## src/rtl/dsd_pkg.sv

```systemverilog
// Shared definitions for the Dataflow Modeling datapath: controller state
// encoding and the default operand width.
package dsd_pkg;

  localparam int DSD_N = 8;

  typedef enum logic [1:0] {
    ST_IDLE = 2'b00,
    ST_RUN  = 2'b01,
    ST_FIN  = 2'b10
  } state_t;

endpackage

```

## src/rtl/Full_Subtractor.sv

```systemverilog
// Single-bit full subtractor: X - Y - BIN, producing a difference bit and a
// borrow-out. Used as the bit-slice of the serial subtractor.
module Full_Subtractor (
  input  logic X,
  input  logic Y,
  input  logic BIN,
  output logic DIFF,
  output logic B_OUT
);

  assign DIFF  = X ^ Y ^ BIN;
  assign B_OUT = (~X & Y) | (~(X ^ Y) & BIN);

endmodule

```

## src/rtl/serial_subtractor_ctrl.sv

```systemverilog
// Bit-serial N-bit unsigned subtractor. Operands are captured on START and
// fed LSB-first through one shared Full_Subtractor, one bit per clock; the
// borrow is carried in a register and the difference collects in a shift
// register that is published to DIFF/B_OUT when the MSB has been processed.
module serial_subtractor_ctrl
  import dsd_pkg::*;
#(
  parameter int N = DSD_N
) (
  input  logic         CLK,
  input  logic         RST,
  input  logic         START,
  input  logic [N-1:0] A,
  input  logic [N-1:0] B,
  output logic         BUSY,
  output logic         DONE,
  output logic [N-1:0] DIFF,
  output logic         B_OUT
);

  localparam int CW = (N > 1) ? $clog2(N) : 1;
  localparam logic [CW-1:0] cntLast = CW'(N - 1);

  state_t        state_q;
  logic [N-1:0]  sa_q;
  logic [N-1:0]  sb_q;
  logic [N-1:0]  sd_q;
  logic [N-1:0]  sd_d;
  logic          br_q;
  logic          br_d;
  logic [CW-1:0] cnt_q;
  logic          busy_q;
  logic          done_q;
  logic [N-1:0]  diff_q;
  logic          bOut_q;

  logic fsDiff;
  logic fsBorrow;

  Full_Subtractor uBitSlice (
    .X    (sa_q[0]),
    .Y    (sb_q[0]),
    .BIN  (br_q),
    .DIFF (fsDiff),
    .B_OUT(fsBorrow)
  );

  // Next result shift value (new difference bit enters at the MSB) and next borrow.
  always_comb begin
    sd_d = (sd_q >> 1) | ({{(N-1){1'b0}}, fsDiff} << (N - 1));
    br_d = fsBorrow;
  end

  // Sequencer: capture on START, shift one bit per clock, publish on the last bit.
  always_ff @(posedge CLK) begin
    if (RST) begin
      state_q <= ST_IDLE;
      sa_q    <= '0;
      sb_q    <= '0;
      sd_q    <= '0;
      br_q    <= 1'b0;
      cnt_q   <= '0;
      busy_q  <= 1'b0;
      done_q  <= 1'b0;
      diff_q  <= '0;
      bOut_q  <= 1'b0;
    end else begin
      case (state_q)
        ST_IDLE: begin
          done_q <= 1'b0;
          if (START) begin
            sa_q    <= A;
            sb_q    <= B;
            sd_q    <= '0;
            br_q    <= 1'b0;
            cnt_q   <= '0;
            busy_q  <= 1'b1;
            state_q <= ST_RUN;
          end
        end
        ST_RUN: begin
          br_q <= br_d;
          sd_q <= sd_d;
          sa_q <= sa_q >> 1;
          sb_q <= sb_q >> 1;
          if (cnt_q == cntLast) begin
            busy_q  <= 1'b0;
            done_q  <= 1'b1;
            diff_q  <= sd_d;
            bOut_q  <= br_d;
            state_q <= ST_FIN;
          end else begin
            cnt_q <= cnt_q + 1'b1;
          end
        end
        ST_FIN: begin
          done_q  <= 1'b0;
          state_q <= ST_IDLE;
        end
        default: begin
          busy_q  <= 1'b0;
          done_q  <= 1'b0;
          state_q <= ST_IDLE;
        end
      endcase
    end
  end

  assign BUSY  = busy_q;
  assign DONE  = done_q;
  assign DIFF  = diff_q;
  assign B_OUT = bOut_q;

endmodule
```

## config.mk

```make
export PLATFORM = sky130hd
export DESIGN_NAME = serial_subtractor_ctrl
export DESIGN_NICKNAME = d
export VERILOG_FILES = /design/src/rtl/dsd_pkg.sv /design/src/rtl/Full_Subtractor.sv /design/src/rtl/serial_subtractor_ctrl.sv
export SDC_FILE = /design/constraint.sdc
export NUM_CORES = 1
export LEC_CHECK = 0
export CORE_ASPECT_RATIO = 1.75
export CORE_MARGIN = 1.5
export CORE_UTILIZATION = 30
export DETAILED_ROUTE_END_ITERATION = 16
export PLACE_DENSITY = 0.58
export SETUP_SLACK_MARGIN = 0.02
export SLEW_MARGIN = 25
export SYNTH_ARGS = -nofsm -noshare
export SYNTH_HDL_FRONTEND = slang
export SYNTH_SLANG_ARGS = --single-unit
```

## constraint.sdc

```tcl
create_clock -name CLK -period 2.2 [get_ports CLK]
set_input_delay 0.55 -clock CLK [delete_from_list [all_inputs] [get_ports CLK]]
set_output_delay 0.55 -clock CLK [all_outputs]
set_load 0.01 [all_outputs]
```

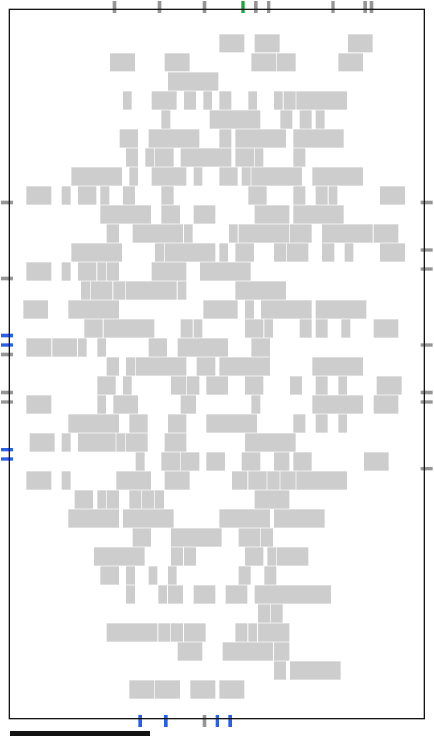
(run_1/pinout.png)
Bar = 20 µm. Pins as bars across the die edge, other pins in grey.
colour	port	pins	direction	edge
green	`DONE`	1	output	north
blue	`B`	8	input	4 west, 4 south
Chip Width: 59.2 µm
number of buffers added on ports: 29
die height: 101 µm

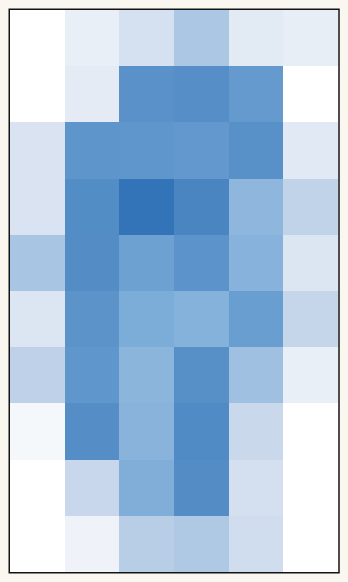
(run_1/util_map.png)
6 x 10 tiles, from white (low) to dark blue (high), 0 to 100% covered.
fullest tile	73%
densest ninth of the die	centre
nearly empty tiles	13%
FP Core Util: 0.313
Core ar.: 0.00530 mm²
fin util: 0.402

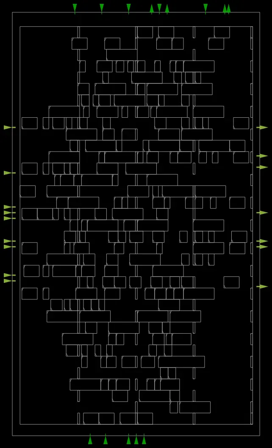
(run_1/placed.png)
tap cells: 74
flip-flops: 40
Final Non-Filler Cells: 292

==> impl_metrics.tcl, run 1 <==
# place-and-route summary
set metrics [dict create \
    num_io_pins 30 \
    synth.area.top_cells "dfxtp_1 (48%), a21oi_1 (7.8%), nor2_1 (5.4%)" \
    cp_top_family "buffers and inverters" \
    largest_cell_class "flip-flops and latches" \
    bufAreaShareNonClock 0.160 \
    comb_share 0.360 \
    synth-edff-count 0 \
    p_leak_nw 0.775 \
    hold_viol_final 0 \
    cp.arrival_ps 1190 \
    fin_ws_ps 457 \
    top_layer "met4" \
    cp.depth 1 \
    area_growth_pct 28.5 \
    overflow 0 \
    ys_chip_area_mm2 0.00166 \
    postPlaceCellArea_mm2 0.00201 \
    totalWireLength_mm 3.41 \
    dp.final_hpwl_mm 2.35 \
    first_global_vias 1383 \
    seq-power_mw 0.779 \
    worstSetupPathType "reg -> out" \
    hold_class "reg -> reg" \
    clk_path_buf_depth 2 \
    grt_max_degree 41 \
    rr_endpoint "cnt_q[2]" \
    status "complete, no violations" \
    async_reset_ff_frac 0 \
    warnings 26 \
    ys_types 30 \
    aoi_share 0.205 \
    wire_per_inst_um 11.7 \
    dr.first_iter.drc_count 31 \
    hold_depth 2 \
    cts-root-buf "clkbuf_8" \
    fin_crit_sh 0.792 \
    antenna_left 0 \
    holdPathEnd "DIFF[7]" \
    max-slew-margin-rel 0.719 \
    syn_area_mm2 0.00166 \
    clk_pin_slew_ps 80 \
    dr_wl_met3_um 102 \
    htree_levels 2 \
]
[run 1: flip-flops by register name, summed over array words and instances, names as in the netlist]
register,count
BUSY,1
B_OUT,1
DIFF,8
DONE,1
br_q,1
cnt_q,3
sa_q,8
sb_q,8
sd_q,7
state_q,2
[run 1: cell usage in the layout (no fill, tap or decap), drive strengths merged, types with 2 or more instances in the layout]
master / count
nor3b: 3
a311oi: 2
a21oi: 27
nand3: 11
clkbuf: 6
inv: 2
nand2b: 8
buf: 5
clkdlybuf4s50: 29
nand2: 22
ha: 2
nor2: 24
or3b: 5
a211oi: 9
dfxtp: 40
a22oi: 9
nor3: 4
[run 1: metal layers]
metal  GRT usage  up-vias
met1       0.144      615
met3      0.0332        8
met4      0.0629        0
li1            -      715
met5           0        -
met2       0.229       25
## Run 2: what changed since run 1
- PLACE_DENSITY: 0.58 -> 0.59
- clock period: 2.2 -> 1.55 ns (I/O delays scaled with it)
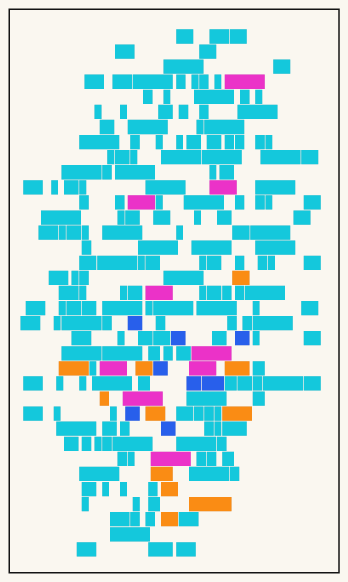
(run_2/sizing.png)
colour	size	cells	most used
cyan	x1 and smaller	194	dfxtp_1
orange	x2	11	or3b_2
blue	x3 and x4	8	buf_4
magenta	x6 and larger	9	clkbuf_8

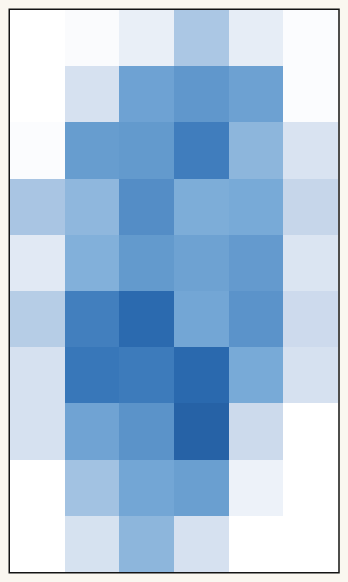
(run_2/util_map.png)
6 x 10 tiles, from white (low) to dark blue (high), 0 to 100% covered.
mean over tiles	35%
fullest tile	80%
tiles over 75% full	5.0%
densest ninth of the die	centre
emptiest ninth of the die	south-east
nearly empty tiles	18%
fin util: 0.409

==> impl_metrics.tcl, run 2 <==
# place-and-route summary
set metrics [dict create \
    hold_class "reg -> reg" \
    seq-power_mw 1.11 \
    die_w_um 59.2 \
    dr.first_iter.drc_count 40 \
    initCoreUtil 0.313 \
    async_reset_ff_frac 0 \
    cp.arrival_ps 1580 \
    grt_util_met2 0.232 \
    met3_usage 0.0230 \
    totalWireLength_mm 3.41 \
    ys_chip_area_mm2 0.00166 \
    first_global_vias 1408 \
    wire_per_inst_um 11.5 \
    final_cells 296 \
    hold_viol_final 0 \
    max-slew-margin-rel 0.790 \
    hold_depth 2 \
    num_io_pins 30 \
    cp_top_family "simple AND/OR/NAND/NOR gates" \
    status "complete, no violations" \
    ys_cells 191 \
    p_leak_nw 0.859 \
    use_met1 0.147 \
    postPlaceCellArea_mm2 0.00209 \
    overflow 0 \
    synth.area.top_cells "dfxtp_1 (48%), a21oi_1 (7.8%), nor2_1 (5.4%)" \
    clk_pin_slew_ps 70 \
    dp.final_hpwl_mm 2.38 \
    drc_errors 0 \
    fin_ws_ps 141 \
    warnings 26 \
    worstSetupPathType "reg -> reg" \
    placeableCoreArea_mm2 0.00530 \
    fin_crit_sh 0.909 \
    die_y_um 101 \
    dr_wl_met3_um 81 \
    stdcell_area_mm2 0.00217 \
    antenna_left 0 \
    cts-root-buf "clkbuf_8" \
    syn_area_mm2 0.00166 \
    port_buffers 29 \
    lay_top_count "dfxtp_1" \
    synth-edff-count 0 \
    area_growth_pct 30.8 \
    busiest_layer "met2" \
    logic_area_um2 781 \
    ys_types 30 \
    top_layer "met4" \
]
==> run 2: final timing paths <==
kind | start | to | slack, ps
setup / recovery | cnt_q[0] | cnt_q[1] | 140
hold / removal | DIFF[4] | DIFF[4] | 450
setup reg to reg | cnt_q[0] | cnt_q[1] | 140
hold reg to reg | DIFF[4] | DIFF[4] | 450
==> run 2: cells by family after synthesis <==
logic type               count (synthesis)  share of synthesized area
buffers and inverters                   17                     0.0543
adder cells (fa/ha/maj)                  3                     0.0272
flip-flops                              40                      0.483
AND/OR/NAND/NOR                         79                      0.230
AND-OR/OR-AND                           52                      0.205
==> run 2: cell type report <==
class                           instances  area share
Clock buffer                            5      0.0317
Clock inverter                          2     0.00577
Inverter                                2     0.00346
Multi-Input combinational cell        134       0.360
Sequential cell                        40       0.370
Tap cell                               74      0.0427
Timing Repair Buffer                   39       0.186
## Run 3: what changed since run 2
- SKIP_LAST_GASP: not set -> 1
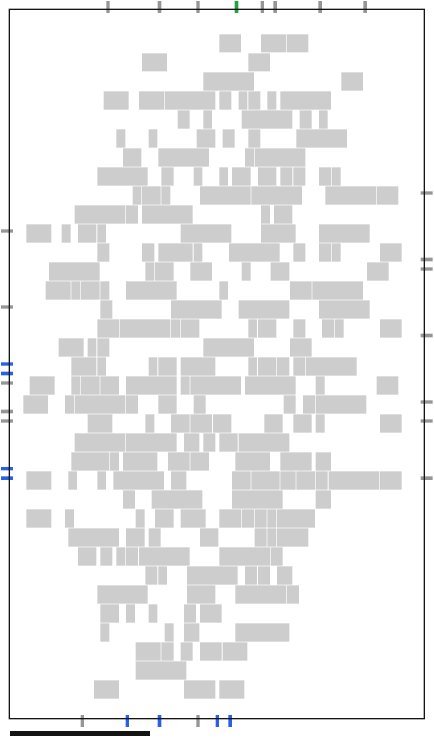
(run_3/pinout.png)
Bar = 20 µm. Pins as bars across the die edge, other pins in grey.
colour	port	pins	direction	edge
green	`DONE`	1	output	north
blue	`B`	8	input	4 west, 4 south

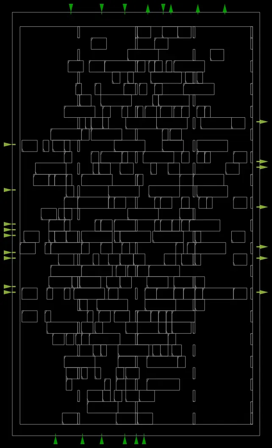
(run_3/placed.png)
FP Rows: 35
fillcell total: 550
Final Non-Filler Cells: 296
proportion of cell area occupied by registers: 0.370

==> impl_metrics.tcl, run 3 <==
# place-and-route summary
set metrics [dict create \
    status "complete, no violations" \
    port_buffers 29 \
    r2r_start "cnt_q[0]" \
    placeableCoreArea_mm2 0.00530 \
    startpoint "cnt_q[0]" \
    drv_slew 0 \
    fin_ws_ps 141 \
    aoi_share 0.205 \
    antenna_left 0 \
    met3_usage 0.0230 \
    totalWireLength_mm 3.41 \
    synth.area.top_cells "dfxtp_1 (48%), a21oi_1 (7.8%), nor2_1 (5.4%)" \
    holdPathEnd "DIFF[4]" \
    dp.final_hpwl_mm 2.38 \
    synth-edff-count 0 \
    comb_share 0.360 \
    htree_levels 2 \
    grt_pass1_wl_mm 6.18 \
    hold_viol_final 0 \
    synthTopLogicFamily "simple AND/OR/NAND/NOR gates" \
    syn_area_mm2 0.00166 \
    initCoreUtil 0.313 \
    min_from "DIFF[4]" \
    lay_top_cells "dfxtp_1 (39), a21oi_1 (26), nor2_1 (24)" \
    seq-power_mw 1.11 \
    ys_cells 191 \
    busiest_layer "met2" \
    hold_class "reg -> reg" \
    num_io_pins 30 \
    max-slew-margin-rel 0.790 \
    die_y_um 101 \
    ys_types 30 \
    dr_wl_met3_um 81 \
    wl_met2_mm 1.78 \
    top_layer "met4" \
    largest_cell_class "flip-flops and latches" \
    stdcell_area_mm2 0.00217 \
    worstSetupPathType "reg -> reg" \
    nNonClkBuffers 39 \
    grt_util_met2 0.232 \
    wire_per_inst_um 11.5 \
    first_global_vias 1408 \
    bufAreaShareNonClock 0.186 \
    clock_buffers 5 \
    warnings 26 \
    grt_max_degree 41 \
    cts-root-buf "clkbuf_8" \
    rr_endpoint "cnt_q[1]" \
    ys_chip_area_mm2 0.00166 \
    lay_top_count "dfxtp_1" \
    clk_pin_slew_ps 70 \
    hold_depth 2 \
    adder_share 0.0272 \
    rrSetupSlack_ps 140 \
    num-multi-input-gates 134 \
    drc_errors 0 \
    p_leak_nw 0.859 \
    nWellTaps 74 \
    logic_area_um2 781 \
    die_w_um 59.2 \
    cp.arrival_ps 1580 \
    ys_sh_simple 0.230 \
]
## run 3: cell counts in the layout (fill, tap and decap cells not counted)
No cell type changed its count.
## run 3: logic make-up (layout without fill, tap and decap cells)
logic type / after synthesis / after routing
buf+inv: 17 / 48
compound gates: 52 / 52
flops: 40 / 40
fa+ha+maj: 3 / 3
simple gates: 79 / 79
## run 3: critical path: stages (launching register included)
cell	delay (ps)
dfxtp_1	320
ha_1	200
ha_2	200
or3b_4	420
nand3_1	100
a21oi_1	60
## run 3: timing repair
| action | 4_1_cts | 5_1_grt |
|---|---|---|
| gates cloned | 0 | 0 |
| pin swaps | 0 | 0 |
| hold buffers | 0 | 0 |
| setup buffers | 0 | 0 |
| gates resized | 11 | 5 |
| setup endpoints to repair | 11 | 5 |
